Cell outlines without signal wires:
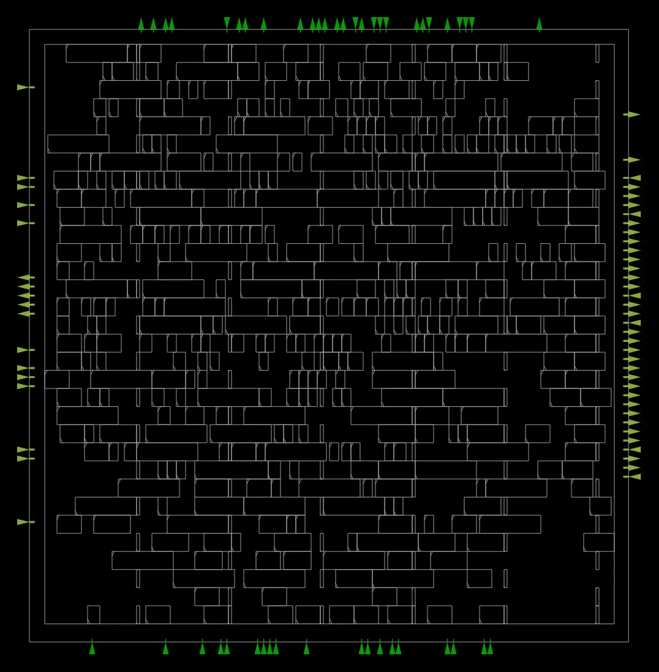
Cell classes on the final placement:
Fill, decap, tap and diode cells in gray.
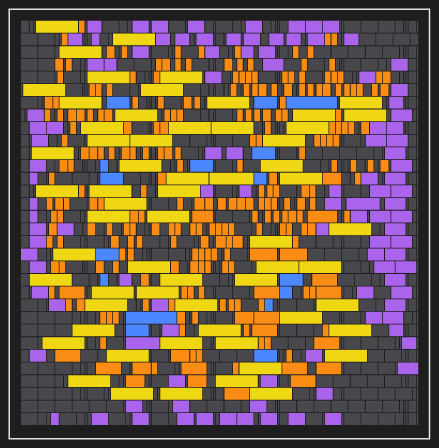
Close-up of the layout:
The bar under the picture is 20 um long. Window x 0 to 50, y 0 to 50 um. Cells in gray, sequential cells in the stronger gray; small squares are vias.
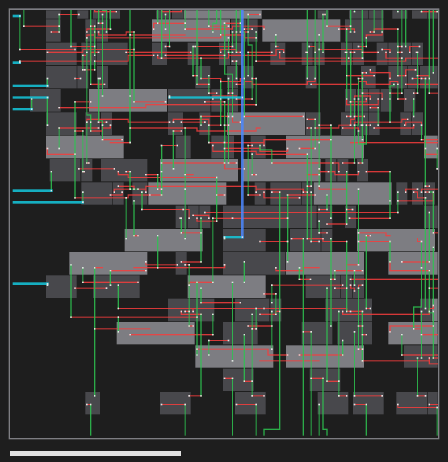
### src/rtl/bp_stream_host_pkg.sv
// Shared types and constants for the BlackParrot stream host console.
package bp_stream_host_pkg;

  // Command sequencing: address word, data word, action, then an optional
  // two-word response (low half first).
  typedef enum logic [2:0] {
    e_addr,
    e_data,
    e_exec,
    e_resp_lo,
    e_resp_hi
  } state_e;

  // Default MMIO addresses of the console devices.
  localparam logic [31:0] default_getchar_addr = 32'h0010_0000;
  localparam logic [31:0] default_putchar_addr = 32'h0010_1000;
  localparam logic [31:0] default_finish_addr  = 32'h0010_2000;

  // Returned by getchar when no RX byte is waiting.
  localparam logic [63:0] empty_getchar_dword = 64'hFFFF_FFFF_FFFF_FFFF;

  // Address classification result.
  typedef struct packed {
    logic is_write;
    logic is_putchar;
    logic is_finish;
    logic is_getchar;
  } decode_s;

endpackage

### src/rtl/bp_stream_host_decode.sv
// Combinational address classifier. Only putchar and finish are writes;
// every other address, mapped or not, is a read that needs a response.
module bp_stream_host_decode
  import bp_stream_host_pkg::*;
#(
  parameter logic [31:0] getchar_addr_p = default_getchar_addr,
  parameter logic [31:0] putchar_addr_p = default_putchar_addr,
  parameter logic [31:0] finish_addr_p  = default_finish_addr
) (
  input  logic [31:0] addr,
  output decode_s     dec
);

  // Full 32-bit compares; no partial decode so aliases are treated as reads.
  always_comb begin
    dec            = '0;
    dec.is_putchar = (addr == putchar_addr_p);
    dec.is_finish  = (addr == finish_addr_p);
    dec.is_getchar = (addr == getchar_addr_p);
    dec.is_write   = dec.is_putchar | dec.is_finish;
  end

endmodule

### src/rtl/bp_stream_host_console.sv
// Host-side endpoint of the BlackParrot MMIO stream: takes address/data word
// pairs, performs putchar/getchar/finish, and returns a 64-bit response as
// two stream words (low word first) for every read.
//
// Handshakes: inbound words use valid/yumi (stream_yumi_o asserts only while
// stream_v_i is high, and the word is taken on that cycle's clock edge);
// outbound words use valid/ready (stream_v_o holds with stable data until a
// cycle where stream_ready_i is high); TX uses valid/ready the same way; RX
// uses valid/yumi (rx_yumi_o pulses once, only while rx_v_i is high).
module bp_stream_host_console
  import bp_stream_host_pkg::*;
#(
  parameter int          stream_data_width_p = 32,
  parameter int          dword_width_p       = 64,
  parameter logic [31:0] getchar_addr_p      = default_getchar_addr,
  parameter logic [31:0] putchar_addr_p      = default_putchar_addr,
  parameter logic [31:0] finish_addr_p       = default_finish_addr
) (
  input  logic                           clk_i,
  input  logic                           reset_n_i,
  input  logic                           stream_v_i,
  input  logic [stream_data_width_p-1:0] stream_data_i,
  output logic                           stream_yumi_o,
  output logic                           stream_v_o,
  output logic [stream_data_width_p-1:0] stream_data_o,
  input  logic                           stream_ready_i,
  output logic                           tx_v_o,
  output logic [7:0]                     tx_data_o,
  input  logic                           tx_ready_i,
  input  logic                           rx_v_i,
  input  logic [7:0]                     rx_data_i,
  output logic                           rx_yumi_o,
  output logic                           finish_v_o,
  output logic [7:0]                     finish_code_o
);

  state_e                           state_r, state_n;
  logic [stream_data_width_p-1:0]   addr_r;
  logic [stream_data_width_p-1:0]   data_r;
  logic [dword_width_p-1:0]         resp_r;
  decode_s                          dec;

  // Only the low byte of the data word carries meaning for these devices.
  logic unused_data_bits;
  assign unused_data_bits = ^data_r[stream_data_width_p-1:8];

  bp_stream_host_decode #(
    .getchar_addr_p (getchar_addr_p),
    .putchar_addr_p (putchar_addr_p),
    .finish_addr_p  (finish_addr_p)
  ) decode (
    .addr (addr_r),
    .dec  (dec)
  );

  // State register; reset drops any partial command or pending response.
  always_ff @(posedge clk_i or negedge reset_n_i) begin
    if (!reset_n_i) state_r <= e_addr;
    else            state_r <= state_n;
  end

  // Next-state and handshake strobes.
  always_comb begin
    state_n       = state_r;
    stream_yumi_o = 1'b0;
    tx_v_o        = 1'b0;
    rx_yumi_o     = 1'b0;
    case (state_r)
      e_addr: begin
        stream_yumi_o = stream_v_i;
        if (stream_v_i) state_n = e_data;
      end
      e_data: begin
        stream_yumi_o = stream_v_i;
        if (stream_v_i) state_n = e_exec;
      end
      e_exec: begin
        if (dec.is_putchar) begin
          tx_v_o = 1'b1;
          if (tx_ready_i) state_n = e_addr;
        end else if (dec.is_finish) begin
          state_n = e_addr;
        end else begin
          rx_yumi_o = dec.is_getchar & rx_v_i;
          state_n   = e_resp_lo;
        end
      end
      e_resp_lo: begin
        if (stream_ready_i) state_n = e_resp_hi;
      end
      e_resp_hi: begin
        if (stream_ready_i) state_n = e_addr;
      end
      default: state_n = e_addr;
    endcase
  end

  // Capture the address and data words as they are consumed.
  always_ff @(posedge clk_i or negedge reset_n_i) begin
    if (!reset_n_i) begin
      addr_r <= '0;
      data_r <= '0;
    end else if (stream_yumi_o) begin
      if (state_r == e_addr) addr_r <= stream_data_i;
      else                   data_r <= stream_data_i;
    end
  end

  // Build the read response once per read command in e_exec.
  always_ff @(posedge clk_i or negedge reset_n_i) begin
    if (!reset_n_i) begin
      resp_r <= '0;
    end else if (state_r == e_exec && !dec.is_write) begin
      if (dec.is_getchar) begin
        if (rx_v_i) resp_r <= {{(dword_width_p-8){1'b0}}, rx_data_i};
        else        resp_r <= empty_getchar_dword;
      end else begin
        resp_r <= '0;
      end
    end
  end

  // Sticky finish flag; a later finish only replaces the code.
  always_ff @(posedge clk_i or negedge reset_n_i) begin
    if (!reset_n_i) begin
      finish_v_o    <= 1'b0;
      finish_code_o <= 8'h00;
    end else if (state_r == e_exec && dec.is_finish) begin
      finish_v_o    <= 1'b1;
      finish_code_o <= data_r[7:0];
    end
  end

  // Response and TX outputs are decoded purely from registered state, so
  // they stay stable for as long as the consumer stalls.
  always_comb begin
    stream_v_o    = 1'b0;
    stream_data_o = '0;
    tx_data_o     = 8'h00;
    case (state_r)
      e_resp_lo: begin
        stream_v_o    = 1'b1;
        stream_data_o = resp_r[stream_data_width_p-1:0];
      end
      e_resp_hi: begin
        stream_v_o    = 1'b1;
        stream_data_o = resp_r[dword_width_p-1:stream_data_width_p];
      end
      default: ;
    endcase
    if (tx_v_o) tx_data_o = data_r[7:0];
  end

endmodule
### config.mk
export PLATFORM = sky130hd
export DESIGN_NAME = bp_stream_host_console
export DESIGN_NICKNAME = d
export VERILOG_FILES = /design/src/rtl/bp_stream_host_pkg.sv /design/src/rtl/bp_stream_host_decode.sv /design/src/rtl/bp_stream_host_console.sv
export SDC_FILE = /design/constraint.sdc
export NUM_CORES = 1
export LEC_CHECK = 0
export ABC_AREA = 1
export CORE_AREA = 2 2 88 90
export DETAILED_ROUTE_END_ITERATION = 8
export DIE_AREA = 0 0 90 92
export PLACE_DENSITY_LB_ADDON = 0.15
export SLEW_MARGIN = 20
export SYNTH_ARGS = -nofsm -noshare
export SYNTH_HDL_FRONTEND = slang
export SYNTH_SLANG_ARGS = --single-unit
### constraint.sdc
create_clock -name clk_i -period 2.7 [get_ports clk_i]
set_input_delay 0.54 -clock clk_i [delete_from_list [all_inputs] [get_ports clk_i]]
set_output_delay 0.54 -clock clk_i [all_outputs]
set_load 0.02 [all_outputs]
==> results.cfg <==
; generated from flow reports
[final_timing]
period_used_pct = 96.4
fin_setup_tns_ns = 0

[logic_synthesis]
ys.flops = 61
synth.distinct_cells = 21
synthTopCellsByCount = 83 x nand2_1, 61 x dfrtp_1, 56 x nor2_1, 42 x inv_1, 33 x o21ai_0

[run_status]
status = finished clean

[placement]
hpwlAfterDp_um = 4810
pre_cts_ws_ns = 0.0921

[cells_and_area]
bufAreaShareNonClock_pct = 25.7
area_delta_synth_final_pct = 40.3
num-nonclk-inverters = 44
nClkBuffers = 9
seq_area_mm2 = 0.00153

[clocking]
ctsResizeCount = 18
clkLatencyLatePin_ns = 0.34

[power]
p_comb_share_pct = 32.9
powerSeq_mw = 1.44
p_leak_nw = 2.48

[worst_setup_path]
crit_path_end = stream_data_o[5]
r2r-start = addr_r[19]

[global_route]
overflow = 0

[detailed_routing]
wl_per_cell_um = 12.1
## Picture notes: 'cell outlines without signal wires'
Core Rows: 32
Seq area share: 36.0%

## Picture notes: 'cell classes on the final placement'
[clock drivers and dummy loads] blue | cells: 16
[combinational and other logic] orange | cells: 258
[remaining buffers and delay cells] purple | cells: 107
[sequential cells] yellow | cells: 61
Core Util, Final: 57.1%
core area: 0.00745 mm2
fin area: 0.00425 mm2

## Picture notes: 'close-up of the layout'
[metal 2] green
[metal 1] red
[metal 3] cyan
[metal 4] blue
most frequent: nor2_1 (20), nand2_1 (20), dfrtp_1 (20)
sequential cells in the window: 20
netlist names of flops here include: `addr_r` (17), `data_r` (2)
cells with their middle in the window: 124

==> registers in the layout, summed over array words and instances, names as in the netlist <==
name,cells
addr_r,32
data_r,8
finish_code_o,8
finish_v_o,1
resp_r,9
state_r,3
==> layout by cell type (no fill, tap or decap), types with 3 or more instances in the layout <==
cell	synthesis	layout
a21oi_1	7	7
buf_4	23	7
clkbuf_2	0	4
clkbuf_8	0	9
clkdlybuf4s50_1	0	58
clkinv_2	0	3
dfrtp_1	61	60
dlygate4sd2_1	0	12
dlymetal6s2s_1	0	23
inv_1	42	42
mux2_2	5	5
mux2_4	14	14
nand2_1	83	82
nand3_1	7	7
nor2_1	56	55
o21ai_0	33	33
==> kinds of logic after synthesis <==
family	after synthesis	synth area share, %
compound gates	42	7.02
buf+inv	75	12.8
flops	61	50.4
mux	19	8.80
simple gates	153	21.0
